run_1/ff_map.png
Bar = 20 um.
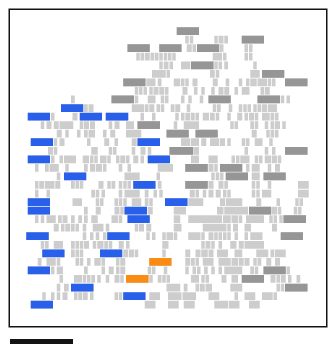
run_1/class_map.png
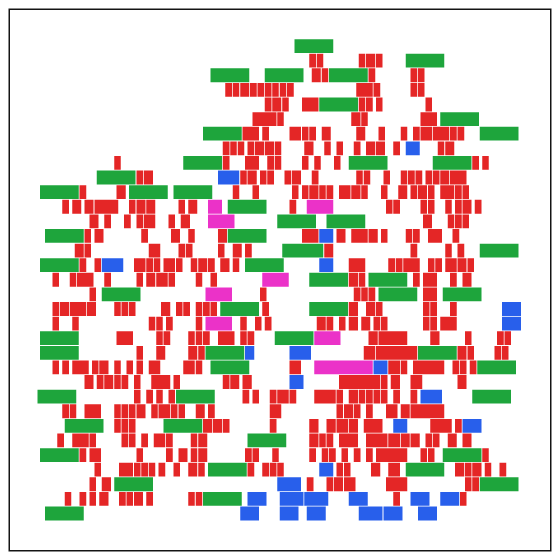
run_1/sizing.png
Bar = 20 um.
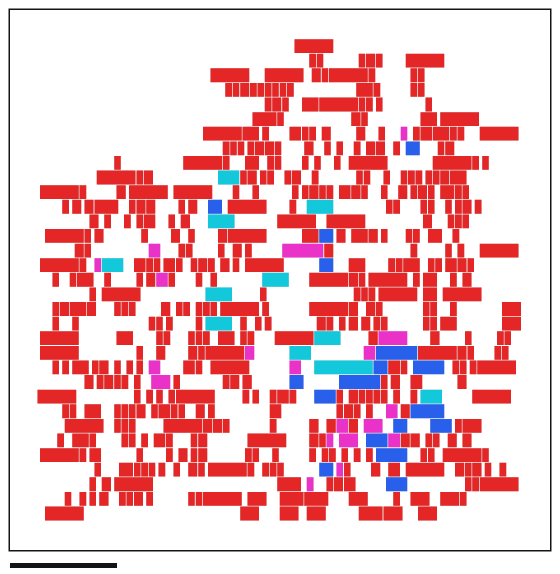
run_1/clock_nets.png
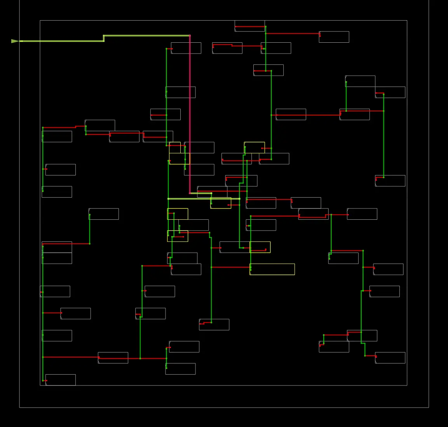
==> config.mk <==
export PLATFORM = sky130hd
export DESIGN_NAME = uart_paddle_cmd_decoder
export DESIGN_NICKNAME = d
export VERILOG_FILES = /design/src/rtl/pong_cmd_pkg.sv /design/src/rtl/paddle_hold_timer.sv /design/src/rtl/uart_paddle_cmd_decoder.sv
export SDC_FILE = /design/constraint.sdc
export NUM_CORES = 1
export LEC_CHECK = 0
export ABC_AREA = 1
export CAP_MARGIN = 5
export CORE_MARGIN = 5
export CORE_UTILIZATION = 39
export DETAILED_ROUTE_END_ITERATION = 12
export GPL_TIMING_DRIVEN = 0
export PLACE_DENSITY = 0.55
export SETUP_SLACK_MARGIN = 0.02
export SLEW_MARGIN = 20
export SYNTH_ARGS = -nofsm -noshare
export SYNTH_HDL_FRONTEND = slang
export SYNTH_SLANG_ARGS = --single-unit
==> constraint.sdc <==
create_clock -name clk -period 2.2 [get_ports clk]
set_input_delay 0.44 -clock clk [delete_from_list [all_inputs] [get_ports clk]]
set_output_delay 0.44 -clock clk [all_outputs]
set_load 0.01 [all_outputs]
==> reports/results.txt, run 1 <==
Status: completed
RSZ-0062 raised after global routing: false
Vias per cell: 4.83
MaxCap Viol Count: 0
Critical Path Fanout Max: 10
CP peak stage delay: 520 ps
Total nets after synthesis: 521
Initial Utilization: 0.395
CP top delay family: simple AND/OR/NAND/NOR gates
CP cell instances: clkdlybuf4s50_1 -> inv_2 -> nand2_1 -> nor2_1 -> nand2_1 -> nand3_2 -> nand2_4 -> nand3_4 -> nand2_4 -> nand2_2 -> nand2_4 -> buf_6 -> nor2_1
IO buf count: 16
Worst setup SP type: input pin
Buffer depth of the longest clock path: 2
Die X: 101 um
Worst vdd ir: 0.234 mV
Slew HR: 0.648
Top cells by area, synth: dfxtp_1 (33%), nor2_1 (15%), nand2_1 (12%)
Antenna Cells: 0
TritonCTS clock tree: yes
GRT Resource Usage Total: 0.157
Most used flip-flop cell: dfxtp_1
Max-area cell share: 0.332
Synth top cells by count: nor2_1 (128), nand2_1 (98), inv_1 (67)
Worst reg-to-reg setup slack: 210 ps
Peak Freq: 486 MHz
Power Dens Cells: 477 mW/mm2
Final ANT Viol Nets: 0
Chip Area, Yosys: 0.00320 mm2
Cts hold-fix bufs: 0
Cycle use final: 0.935
Asr flop ratio synth: 0
WS Path Type: in2reg
Slew @ Worst Pin: 527 ps
Starting DRC count in detailed routing: 129
Post-synth EDFFs: 0
Tmin final: 2060 ps
Detailed placement HPWL: 5.85 mm
Routability Congestion: 0.876
Inst Count DP: 629
Area leader, netlist: dfxtp_1
Crit-path slowest cell: clkdlybuf4s50_1
Comb gate area: 0.00186 mm2
Yosys warnings: 0
Via Count: 3110
TritonRoute pass-1 iters: 4
Tool warnings: 26
Global-route wire length before repair: 13.2 mm
Mapped Area: 0.00320 mm2
Notes on ff_map.png above:
colour	name in the netlist	sequential cells
orange	`u_p2_timer.dir_q`	2
blue	`u_p2_timer.tmr_q`	23
not coloured	28
Storage cell area: 0.00106 mm2
sequential portion of the cell area: 0.286
P_seq: 0.960 mW
Util after Layout: 0.459

Notes on class_map.png above:
colour	class	cells
red	remaining logic cells	450
green	sequential cells	53
blue	remaining buffers and delay cells	28
magenta	clock drivers and dummy loads	8
Post-Layout Inst Area: 0.00372 mm2
Core ar.: 0.00809 mm2
Rows: 33

Notes on sizing.png above:
colour	size	cells
magenta	x2	19
blue	x3 and x4	17
cyan	x6 and larger	11
red	x1 and smaller	492
Area Growth Syn to Fin: 16.2%
setup ws final: 142 ps
nonclk buf count: 28

Notes on clock_nets.png above:
clock latency on the worst-skew pair: 310 ps
clk pwr: 0.705 mW
CTS buffer count: 5
TritonCTS Sinks: 53

==> run 1: routing by layer <==
| metal | vias to the layer above | track usage | part of all wire |
|---|---|---|---|
| met4 | 0 | 0.0404 | 0.0050 |
| met2 | 32 | 0.276 | 0.49 |
| met1 | 1405 | 0.202 | 0.48 |
| met5 | - | 0 | 0 |
| met3 | 2 | 0.0208 | 0.022 |
| li1 | 1671 | - | - |
==> run 1: repair_timing <==
item	4_1_cts	5_1_grt
gates cloned	0	1
endpoints found under the setup margin	7	46
setup buffers	0	6
resized	1	14
pin swaps	0	4
==> run 1: placed cells by master, fill, tap and decap left out, drive strengths merged, types with 5 or more instances in the layout <==
cell type	Yosys	layout
xor2	14	14
nand4	15	15
o21ai	23	23
nor2	131	131
buf	6	11
a21oi	22	22
dfxtp	53	53
nand2	104	105
nor3	19	19
clkdlybuf4s50	0	12
nand3b	5	5
nand3	33	33
inv	71	71
clkbuf	0	7
==> run 1: stage by stage <==
| step | hold WS (ps) | power, mW | utilization |
|---|---|---|---|
| floorplan | 438 | 1.03 | - |
| global placement | 457 | 1.08 | 0.431 |
| detailed placement | 451 | 1.08 | 0.431 |
| CTS | 476 | 1.79 | 0.446 |
| global route | 501 | 1.85 | 0.459 |
| finish | 469 | 1.77 | 0.459 |
==> run 1: cells by family (layout without fill, tap and decap cells) <==
group | Yosys count | after routing | synth area share
simple gates | 311 | 312 | 0.433
fa+ha+maj | 2 | 2 | 0.00782
buf+inv | 77 | 107 | 0.0994
xor+xnor | 18 | 18 | 0.0493
flops | 53 | 53 | 0.332
compound gates | 47 | 47 | 0.0782
==> run 1: final cells by class <==
class,instances,share of cell area
multi-input combinational,379,0.501
sequential,53,0.286
inverter,71,0.0717
timing repair buffer,22,0.0579
tap,105,0.0354
clock buffer,6,0.0222
buffer,6,0.0155
clock inverter,2,0.0101
==> run 1: worst min-delay path, delay by kind of cell (launching register included) <==
family / cells / cell delay, ps
simple gates: 1 / 60
flops: 1 / 320
compound gates: 1 / 50
==> run 1: power by group <==
group	leakage (nW)	internal (mW)	switching [mW]
clock	0.0574	0.371	0.334
combinational	1.40	0.0426	0.0665
sequential	0.427	0.960	0.000275
--- run 2 (diff from run 1) ---
- clock period: 2.2 -> 2.41 ns (I/O delays scaled with it)
==> reports/results.txt, run 2 <==
Most used flip-flop cell: dfxtp_1
Max-area cell share: 0.332 (unchanged)
IO buf count: 16 (unchanged)
Peak Freq: 463 MHz
CP peak stage delay: 580 ps (+60 ps)
Buffer depth of the longest clock path: 2 (unchanged)
Yosys warnings: 0 (unchanged)
Asr flop ratio synth: 0 (unchanged)
Crit-path slowest cell: clkdlybuf4s50_1
Clock latency on the worst-skew pair: 310 ps (about the same)
CP top delay family: simple AND/OR/NAND/NOR gates
Detailed placement HPWL: 5.85 mm (unchanged)
Cts hold-fix bufs: 0 (unchanged)
Setup Fix Bufs, Post-CTS: 0 (unchanged)
CTS buffer count: 5 (unchanged)
Worst setup SP type: input pin
Mapped Area: 0.00320 mm2 (unchanged)
Post-synth EDFFs: 0 (unchanged)
Via Count: 3055 (-1.8%)
MaxCap Viol Count: 0 (unchanged)
Core ar.: 0.00809 mm2 (unchanged)
Slew @ Worst Pin: 533 ps (+5.38 ps)
Top cells by area, synth: dfxtp_1 (33%), nor2_1 (15%), nand2_1 (12%)
Most instantiated logic cell after routing: nor2_1
GRT Resource Usage Total: 0.157 (unchanged)
Rows: 33 (unchanged)
Most frequent cells in the layout: nor2_1 (128), nand2_1 (97), inv_1 (67)
Global-route wire length before repair: 13.2 mm (unchanged)
Cycle use final: 0.896
CP cell instances: clkdlybuf4s50_1 -> nand2_1 -> nor3_1 -> o2111ai_2 -> nand2_2 -> nor2_1
Slew HR: 0.645 (-0.00359)
Power Dens Cells: 444 mW/mm2 (-7.0%)
Synth top cells by count: nor2_1 (128), nand2_1 (98), inv_1 (67)
Total nets after synthesis: 521 (unchanged)
CTS resizes: 0 (-1)
Status: completed
Final ANT Viol Nets: 0 (unchanged)
Comb gate area: 0.00182 mm2 (-2.2%)
Initial Utilization: 0.395 (unchanged)
Starting DRC count in detailed routing: 91 (-29%)
Worst reg-to-reg setup slack: 390 ps (+180 ps)
Routability Congestion: 0.876 (unchanged)
RSZ-0062 raised after global routing: false
Tmin final: 2160 ps
Critical Path Fanout Max: 10 (unchanged)
TritonCTS clock tree: yes
[run 2: cell counts after synthesis]
No cell type changed its count.
[run 2: cell type report]
cell class | instances | share of cell area
multi-input combinational | 378 | 0.504
sequential | 53 | 0.294
inverter | 71 | 0.0738
timing repair buffer | 16 | 0.0443
tap | 105 | 0.0364
clock buffer | 6 | 0.0229
buffer | 6 | 0.0142
clock inverter | 2 | 0.0104
[run 2: logic make-up (layout without fill, tap and decap cells)]
family	count (synthesis)	count (layout)	synth area share
compound gates	47	47	0.0782
xor+xnor	18	18	0.0493
fa+ha+maj	2	2	0.00782
buf+inv	77	101	0.0994
flops	53	53	0.332
simple gates	311	311	0.433
[run 2: metrics by stage]
step | TNS, ps | power, mW | instances | worst slack (ps)
2_1_floorplan | 0 | 0.942 | 508 | 739
3_3_place_gp | -1470 | 0.981 | 629 | -155
3_5_place_dp | -1750 | 0.982 | 629 | -182
4_1_cts | 0 | 1.63 | 637 | 175
5_1_grt | 0 | 1.68 | 637 | 58.9
6_report | 0 | 1.60 | 637 | 250
[run 2: where the power goes]
group          total [mW]  internal (mW)  leakage (nW)  switching, mW
Sequential          0.876          0.876         0.427       0.000251
Clock               0.643          0.338        0.0574          0.304
Combinational      0.0848         0.0315          1.33         0.0533
Total                1.60           1.25          1.81          0.358
[run 2: per-layer routing]
metal	up-vias	routed length, um	track usage
li1	1654	-	-
met1	1365	3610	0.202
met2	34	3580	0.276
met3	2	156	0.0208
met4	0	38	0.0404
met5	-	0	0
[run 2: tightest hold or removal path, stage by stage (launching register included)]
cell     delay (ps)
dfxtp_1         320
nand2_1          60
a21oi_1          50
run_2/sizing.png
Bar = 20 um.
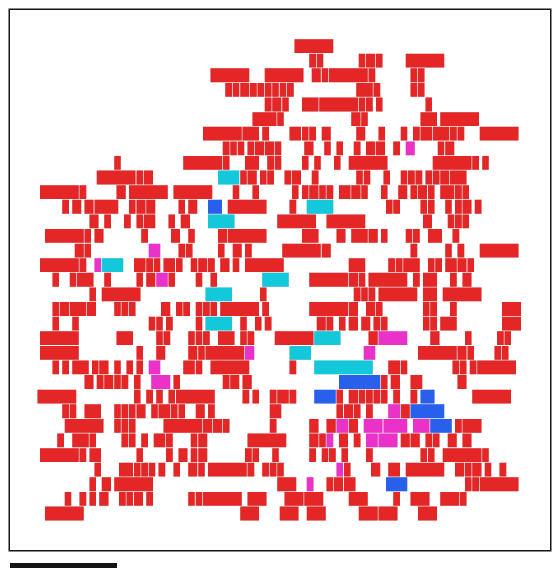
colour	size	cells
magenta	x2	19
red	x1 and smaller	496
cyan	x6 and larger	10
blue	x3 and x4	7
Post-Layout Inst Area: 0.00361 mm2
nonclk buf count: 22
setup ws final: 250 ps
Area Growth Syn to Fin: 12.9%

run_2/ff_map.png
Bar = 20 um.
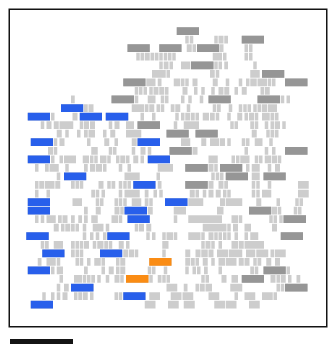
colour	name in the netlist	sequential cells
orange	`u_p2_timer.dir_q`	2
blue	`u_p2_timer.tmr_q`	23
sequential portion of the cell area: 0.294
Util after Layout: 0.446
Storage cell area: 0.00106 mm2
P_seq: 0.876 mW

No activity file was given, so power comes from the tool's default toggle rates.
